## config.mk

```make
export PLATFORM = sky130hd
export DESIGN_NAME = i2s_dsp_master
export DESIGN_NICKNAME = d
export VERILOG_FILES = /design/src/rtl/i2s_pkg.sv /design/src/rtl/i2s_sclk_gen.sv /design/src/rtl/i2s_dsp_master.sv
export SDC_FILE = /design/constraint.sdc
export NUM_CORES = 1
export LEC_CHECK = 0
export ABC_AREA = 1
export CAP_MARGIN = 20
export CORE_ASPECT_RATIO = 0.75
export CORE_MARGIN = 2
export CORE_UTILIZATION = 48
export DETAILED_ROUTE_END_ITERATION = 12
export GPL_TIMING_DRIVEN = 0
export PLACE_DENSITY = 0.76
export SLEW_MARGIN = 5
export SYNTH_ARGS = -nofsm -noshare
export SYNTH_HDL_FRONTEND = slang
export SYNTH_SLANG_ARGS = --single-unit
```

## constraint.sdc

```tcl
create_clock -name clk -period 1.5 [get_ports clk]
set_input_delay 0.225 -clock clk [delete_from_list [all_inputs] [get_ports clk]]
set_output_delay 0.225 -clock clk [all_outputs]
set_load 0.01 [all_outputs]
```

## src/rtl/i2s_pkg.sv

```systemverilog
// i2s_pkg
// Shared definitions for the I2S / DSP-mode (PCM Format A) clock master:
//   - i2sState_t : sequencer state (IDLE, RUN, STOP)
//   - cntWidth() : bit width needed for a counter that takes values 0..count-1
// No ports; imported by i2s_sclk_gen and i2s_dsp_master.

package i2s_pkg;

   typedef enum logic [1:0] {
      IDLE = 2'd0,
      RUN  = 2'd1,
      STOP = 2'd2
   } i2sState_t;

   // A counter running 0..count-1 needs ceil(log2(count)) bits, but never
   // less than one bit so that degenerate ranges still give a legal vector.
   function automatic int cntWidth(input int count);
      return (count <= 2) ? 1 : $clog2(count);
   endfunction

endpackage

```

## src/rtl/i2s_sclk_gen.sv

```systemverilog
// i2s_sclk_gen
// Divides clk down to the serial bit clock. Each SCLK period starts with
// sclk low for SCLK_DIV clk cycles, followed by sclk high for SCLK_DIV cycles.
// The rise/fall strobes are high during the clk cycle whose closing edge
// produces the corresponding sclk transition, so the parent can update its
// own registers on exactly the same edge that sclk toggles.
//
// Ports:
//   clk      in   system clock
//   rst_n    in   synchronous active-low reset
//   run      in   divider enable; while low, sclk is held 0 and the phase
//                 counter is parked at 0
//   sclk     out  serial bit clock (registered)
//   riseStb  out  high in the cycle before sclk goes 0->1
//   fallStb  out  high in the cycle before sclk goes 1->0

module i2s_sclk_gen
   import i2s_pkg::*;
#(
   parameter int SCLK_DIV = 2
)
(
   input  logic clk,
   input  logic rst_n,
   input  logic run,
   output logic sclk,
   output logic riseStb,
   output logic fallStb
);

   localparam int DW = cntWidth(2 * SCLK_DIV);
   localparam logic [DW-1:0] RISE_AT = DW'(SCLK_DIV - 1);
   localparam logic [DW-1:0] FALL_AT = DW'(2 * SCLK_DIV - 1);

   logic [DW-1:0] divCnt;

   // The strobes are decoded straight from the phase counter so they line up
   // with the edge that changes sclk, not one cycle after it.
   assign riseStb = run && (divCnt == RISE_AT);
   assign fallStb = run && (divCnt == FALL_AT);

   // Phase counter walks 0..2*SCLK_DIV-1 once per SCLK period. Phase 0 is the
   // first low cycle, so starting the counter from 0 when run rises gives a
   // full-length low half before the first rising edge.
   always_ff @(posedge clk) begin
      if (!rst_n) begin
         divCnt <= '0;
         sclk   <= 1'b0;
      end else if (!run) begin
         divCnt <= '0;
         sclk   <= 1'b0;
      end else if (fallStb) begin
         divCnt <= '0;
         sclk   <= 1'b0;
      end else begin
         divCnt <= divCnt + DW'(1);
         if (riseStb) begin
            sclk <= 1'b1;
         end
      end
   end

endmodule

```

## src/rtl/i2s_dsp_master.sv

```systemverilog
// i2s_dsp_master
// Clock/frame master for I2S PCM Format A (DSP mode). Generates SCLK and a
// one-SCLK-wide LRCLK pulse at the start of every frame, shifts audio_o out
// MSB-first starting in the period after the pulse, and shifts the codec's
// word in on SCLK rising edges.
//
// Parameters:
//   BITS         data bits per frame (>= 2)
//   FRAME_SCLKS  SCLK periods per frame (>= BITS)
//   SCLK_DIV     clk cycles per SCLK half-period (>= 1)
//
// Ports:
//   clk        in   system clock
//   rst_n      in   synchronous active-low reset
//   en         in   run request, looked at in IDLE and at frame boundaries
//   sclk       out  serial bit clock
//   lrclk      out  frame sync pulse (high for period 0 only)
//   sdout      out  serial data to codec DIN
//   sdin       in   serial data from codec DOUT (already registered)
//   audio_o    in   word to transmit, captured at the start of period 1
//   audio_i    out  last complete received word
//   frame_stb  out  one-cycle pulse when audio_i updates
//   busy       out  high while in RUN or STOP
//
// Build option:
//   I2S_MASTER_LOOPBACK_EN  when defined, the receive path samples the
//                           internal sdout instead of sdin (sdin ignored).

module i2s_dsp_master
   import i2s_pkg::*;
#(
   parameter int BITS        = 64,
   parameter int FRAME_SCLKS = 64,
   parameter int SCLK_DIV    = 2
)
(
   input  logic            clk,
   input  logic            rst_n,
   input  logic            en,
   output logic            sclk,
   output logic            lrclk,
   output logic            sdout,
   input  logic            sdin,
   input  logic [BITS-1:0] audio_o,
   output logic [BITS-1:0] audio_i,
   output logic            frame_stb,
   output logic            busy
);

   localparam int PW = cntWidth(FRAME_SCLKS);
   localparam logic [PW-1:0] LAST_P = PW'(FRAME_SCLKS - 1);
   localparam logic [PW-1:0] LSB_P  = PW'(BITS % FRAME_SCLKS);
   localparam bit NO_PAD = (BITS == FRAME_SCLKS);

   i2sState_t       state;
   logic [PW-1:0]   period;
   logic [BITS-1:0] txShift;
   logic [BITS-2:0] rxShift;
   logic [BITS-1:0] rxNext;
   logic            haveFrame;
   logic            rxBit;
   logic            sclkRise;
   logic            sclkFall;

   i2s_sclk_gen #(
      .SCLK_DIV (SCLK_DIV)
   ) sclkGen (
      .clk     (clk),
      .rst_n   (rst_n),
      .run     (busy),
      .sclk    (sclk),
      .riseStb (sclkRise),
      .fallStb (sclkFall)
   );

   // The transmit register shifts in zeros, so once the word has gone out its
   // MSB is 0 for the padding periods and for the first period after entry.
   // Driving sdout straight from that flop keeps it changing only on falls.
   assign sdout = txShift[BITS-1];

`ifdef I2S_MASTER_LOOPBACK_EN
   assign rxBit = txShift[BITS-1];
`else
   assign rxBit = sdin;
`endif

   // Only BITS-1 bits of history are kept; the LSB is appended on the fly
   // when the finished word is copied out.
   assign rxNext = {rxShift, rxBit};

   // Frame sequencer. Everything advances on the clk edge where sclk falls,
   // which is also where a new SCLK period begins. Leaving the last period of
   // a frame is the frame boundary where en is consulted. Without padding the
   // LSB of the frame still has to be sent in the following period 0, which
   // is what STOP is for; with padding the LSB is already done at the
   // boundary, so the sequencer drops straight back to IDLE.
   always_ff @(posedge clk) begin
      if (!rst_n) begin
         state     <= IDLE;
         busy      <= 1'b0;
         period    <= '0;
         lrclk     <= 1'b0;
         txShift   <= '0;
         haveFrame <= 1'b0;
      end else begin
         case (state)
            IDLE: begin
               if (en) begin
                  state  <= RUN;
                  busy   <= 1'b1;
                  period <= '0;
                  lrclk  <= 1'b1;
               end
            end

            RUN: begin
               if (sclkFall) begin
                  if (period == LAST_P) begin
                     if (en) begin
                        period  <= '0;
                        lrclk   <= 1'b1;
                        txShift <= txShift << 1;
                     end else if (NO_PAD) begin
                        state   <= STOP;
                        period  <= '0;
                        lrclk   <= 1'b0;
                        txShift <= txShift << 1;
                     end else begin
                        state     <= IDLE;
                        busy      <= 1'b0;
                        period    <= '0;
                        lrclk     <= 1'b0;
                        txShift   <= '0;
                        haveFrame <= 1'b0;
                     end
                  end else if (period == '0) begin
                     period    <= PW'(1);
                     lrclk     <= 1'b0;
                     txShift   <= audio_o;
                     haveFrame <= 1'b1;
                  end else begin
                     period  <= period + PW'(1);
                     txShift <= txShift << 1;
                  end
               end
            end

            STOP: begin
               if (sclkFall) begin
                  state     <= IDLE;
                  busy      <= 1'b0;
                  period    <= '0;
                  lrclk     <= 1'b0;
                  txShift   <= '0;
                  haveFrame <= 1'b0;
               end
            end

            default: begin
               state     <= IDLE;
               busy      <= 1'b0;
               period    <= '0;
               lrclk     <= 1'b0;
               txShift   <= '0;
               haveFrame <= 1'b0;
            end
         endcase
      end
   end

   // Receive path. A bit is taken on every SCLK rise while active. The word
   // is published on the rise of the LSB period, but only if its MSB was
   // captured in this run; this stops the period 0 that follows RUN entry
   // from being taken as the tail of a frame that never happened. The partial
   // word is dropped whenever the master is idle or reset.
   always_ff @(posedge clk) begin
      if (!rst_n) begin
         rxShift   <= '0;
         audio_i   <= '0;
         frame_stb <= 1'b0;
      end else begin
         frame_stb <= 1'b0;
         if (!busy) begin
            rxShift <= '0;
         end else if (sclkRise) begin
            rxShift <= rxNext[BITS-2:0];
            if ((period == LSB_P) && haveFrame) begin
               audio_i   <= rxNext;
               frame_stb <= 1'b1;
            end
         end
      end
   end

endmodule
```

==> flow_summary.json <==
{
  "fp_util": 0.486,
  "first_pass_iters": 5,
  "place_inst": 1557,
  "fin_nets": 1469,
  "ctsResizeCount": 315,
  "clockBufferDepth": 3,
  "numCtsBuffers": 21,
  "dieArea_sq_um": 18800,
  "antenna_found_initial": 0,
  "worst_slack_ns": -0.238,
  "warnings": 31,
  "yosys_warnings": 0,
  "powerDensity_nw_per_um2": 1400,
  "worstPathArrival_ns": 2.13,
  "drive_gt1_frac": 0.272,
  "highest_layer": "met4",
  "num-nonclk-inverters": 182,
  "seq_share": 0.314,
  "grt_overflow": 0,
  "n_all_buffers": 281,
  "place_congestion": 0.822,
  "clock_skew_ns": 0.0207,
  "p_total_w": 0.0185,
  "clock_sinks": 206,
  "syn_area_sq_um": 8500,
  "rows": 42,
  "report.final.slew_viol_count": 0,
  "syn_avg_cell_area_sq_um": 7.21,
  "worstMarginPinSlew_ns": 0.804,
  "logic_gates": 705,
  "ys.flop_type": "dfxtp_1",
  "area_growth_pct": 54.8,
  "cp_slowest_stage_delay_ns": 0.35,
  "grt_pass1_vias": 8242,
  "async_reset_ff_frac": 0,
  "ff_count": 206,
  "core_area_sq_um": 17500,
  "setup_viol": 140,
  "holdWs_ns": 0.337,
  "drc_errors": 0,
  "ys_ff": 206,
  "ios": 137,
  "edf_count": 0,
  "irDropWorstVdd_mv": 0.967,
  "stdcell_count": 1651,
  "crit_fanout": 4,
  "combGateArea_sq_um": 4370,
  "dr_wl_met3_um": 2460,
  "grt_max_degree": 15,
  "detail_route.wl_per_cell_um": 17.8,
  "signal_buffer_area_fraction": 0.228,
  "pre_cts_ws_ns": -0.749,
  "crit_top_cell": "nand2_1",
  "clock_area_frac": 0.0490,
  "cts_hold_buf": 0,
  "yosys_area_sq_um": 8500,
  "register_area_sq_um": 4140,
  "status": "finished with violations",
  "path_cells": "buf_4 -> ha_1 -> nand2_1 -> nor2_1 -> nand2_1 -> nand3_1 -> nand2_1 -> nand2_2 -> nor2_1",
  "clock_buffers": 32,
  "yosys_cells": 1179,
  "vias_per_cell": 5.55,
  "cts_setup_buffers": 31,
  "tritoncts": "done",
  "start_kind": "flip-flop",
  "fmaxAchievable_mhz": 575,
  "hold_path.class": "input port to flip-flop",
  "slowest_stage": "dfxtp_2",
  "hpwl_um": 15500,
  "maxCapViolCount": 0,
  "synth_cells": 1179,
  "violations": "negative setup slack",
  "top_area_cell_class": "combinational gates",
  "grtUsageTotal": 0.269,
  "synth_nets": 1251,
  "diodes": 0,
  "met2_length_um": 13200,
  "cp-end-kind": "flip-flop",
  "dieHeight_um": 119,
  "finalHoldViolCount": 0,
  "finish.utilization": 0.752,
  "p_leak_nw": 5.45
}
## worst max-delay path: cells and delay by family, from the launching register on
kind                       cells  cell delay, ns
and+or+nand+nor                7            0.90
DFF                            1            0.35
adders and majority gates      1            0.24
buffers and inverters          1            0.14
## worst paths after layout
path	cells after the start	to	slack [ns]	from
min	3	txShift[0]	0.34	audio_o[0]
min reg2reg	2	txShift[39]	0.46	txShift[39]
max	9	period[3]	-0.24	period[0]
max reg2reg	9	period[3]	-0.24	period[0]
## metal layers
layer | vias to the layer above | track usage
li1 | 4247 | -
met1 | 4278 | 0.394
met2 | 526 | 0.398
met3 | 118 | 0.0375
met4 | 0 | 0.104
met5 | - | 0
## through the flow
step                setup TNS (ns)  area, sq um
floorplan                 -0.00707         8560
global placement            -97.95        10200
detailed placement          -99.67        10200
CTS                          -6.11        12200
global route                -25.32        13200
finish                      -17.26        13200
## layout by cell type (no fill, tap or decap), types with 3 or more instances in the layout
master	netlist	routed
a21oi_1	150	98
a21oi_2	0	52
buf_12	0	19
buf_16	0	7
buf_2	19	8
buf_4	4	29
buf_6	0	13
buf_8	0	19
clkbuf_1	60	15
clkbuf_16	0	31
clkbuf_2	0	21
clkbuf_4	0	8
clkbuf_8	0	7
clkdlybuf4s50_1	0	67
dfxtp_1	206	200
dfxtp_2	0	4
dlygate4sd2_1	0	69
ha_4	0	3
inv_1	180	175
inv_2	2	4
nand2_1	167	110
nand2_2	0	26
nand2_4	0	30
nand3_1	73	49
nand3_2	0	23
nand4_1	63	63
nor2_1	108	72
nor2_2	1	4
nor2_4	4	38
o21ai_0	99	83
o21ai_1	33	23
o21ai_2	0	25
## sequential cells by signal (all words and copies together), names as in the netlist
| signal | cells |
|---|---|
| busy | 1 |
| frame_stb | 1 |
| sclkGen.divCnt | 2 |
| state | 2 |
| period | 6 |
| rxShift | 63 |
| sclkGen.sclk | 1 |
| lrclk | 1 |
| haveFrame | 1 |
| txShift | 64 |
| audio_i | 64 |
## report_power, final
part / switching, W / internal [W] / total, W
registers: 0.000170 / 0.00564 / 0.00581
logic: 0.00399 / 0.00363 / 0.00762
clock network: 0.00219 / 0.00286 / 0.00505
total: 0.00634 / 0.0121 / 0.0185
## cells by family after synthesis
kind of cell	synth area share
AND-OR/OR-AND	0.166
adder cells (fa/ha/maj)	0.00589
buffers and inverters	0.123
flip-flops	0.485
AND/OR/NAND/NOR	0.219
## synth_stat cells (2+ instances only)
| cell type | number | area (sq um) |
|---|---|---|
| dfxtp_1 | 206 | 4120 |
| o21ai_0 | 99 | 495 |
| a21oi_1 | 150 | 751 |
| nor2_4 | 4 | 45.0 |
| nand4_1 | 63 | 394 |
| buf_1 | 4 | 15.0 |
| buf_4 | 4 | 30.0 |
| nand3_1 | 73 | 365 |
| buf_2 | 19 | 95.1 |
| o21ai_1 | 33 | 165 |
| inv_1 | 180 | 676 |
| nand2_1 | 167 | 627 |
| inv_2 | 2 | 7.51 |
| nor2_1 | 108 | 405 |
| clkbuf_1 | 60 | 225 |
| ha_1 | 4 | 50.1 |
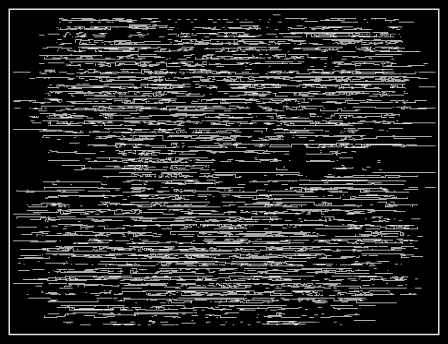
(metal 1)
main direction	horizontal
nets with wire on the layer	1389
share of all routed wire	42%
wire length on this layer	12500 um
longest straight run	40.9 um

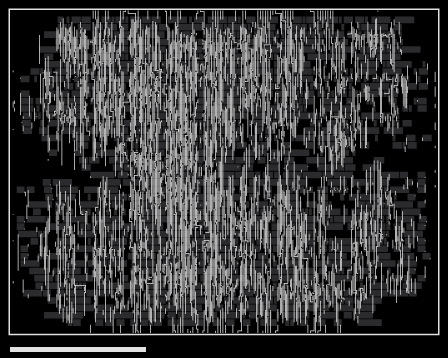
(metal 2)
Scale bar: 50 um.
share of all routed wire	45%
longest straight run	29.9 um
WL final: 29300 um
vias: 9169
M2 GR Usage: 0.398

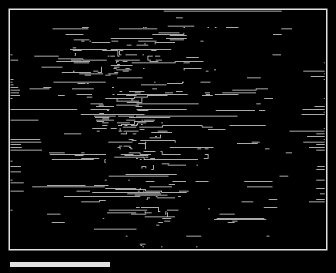
(met3 routing)
Scale bar: 50 um.
wire length on this layer	2460 um
share of all routed wire	8.4%
longest straight run	58.7 um
main direction	horizontal
nets with wire on the layer	219

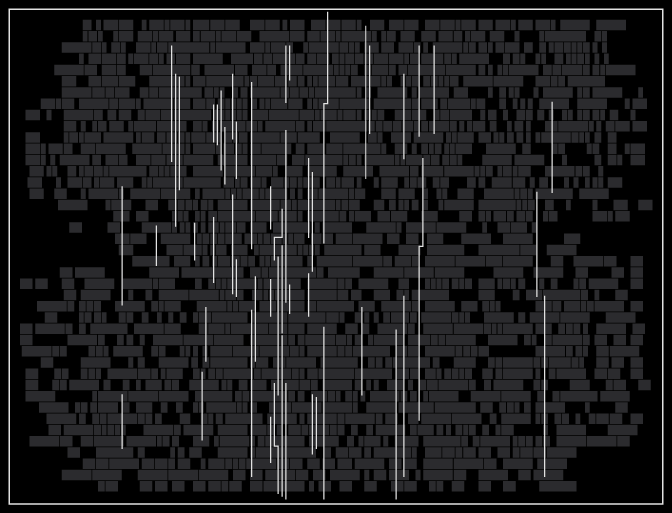
(signal wires on met4)
nets with wire on the layer	43
main direction	vertical

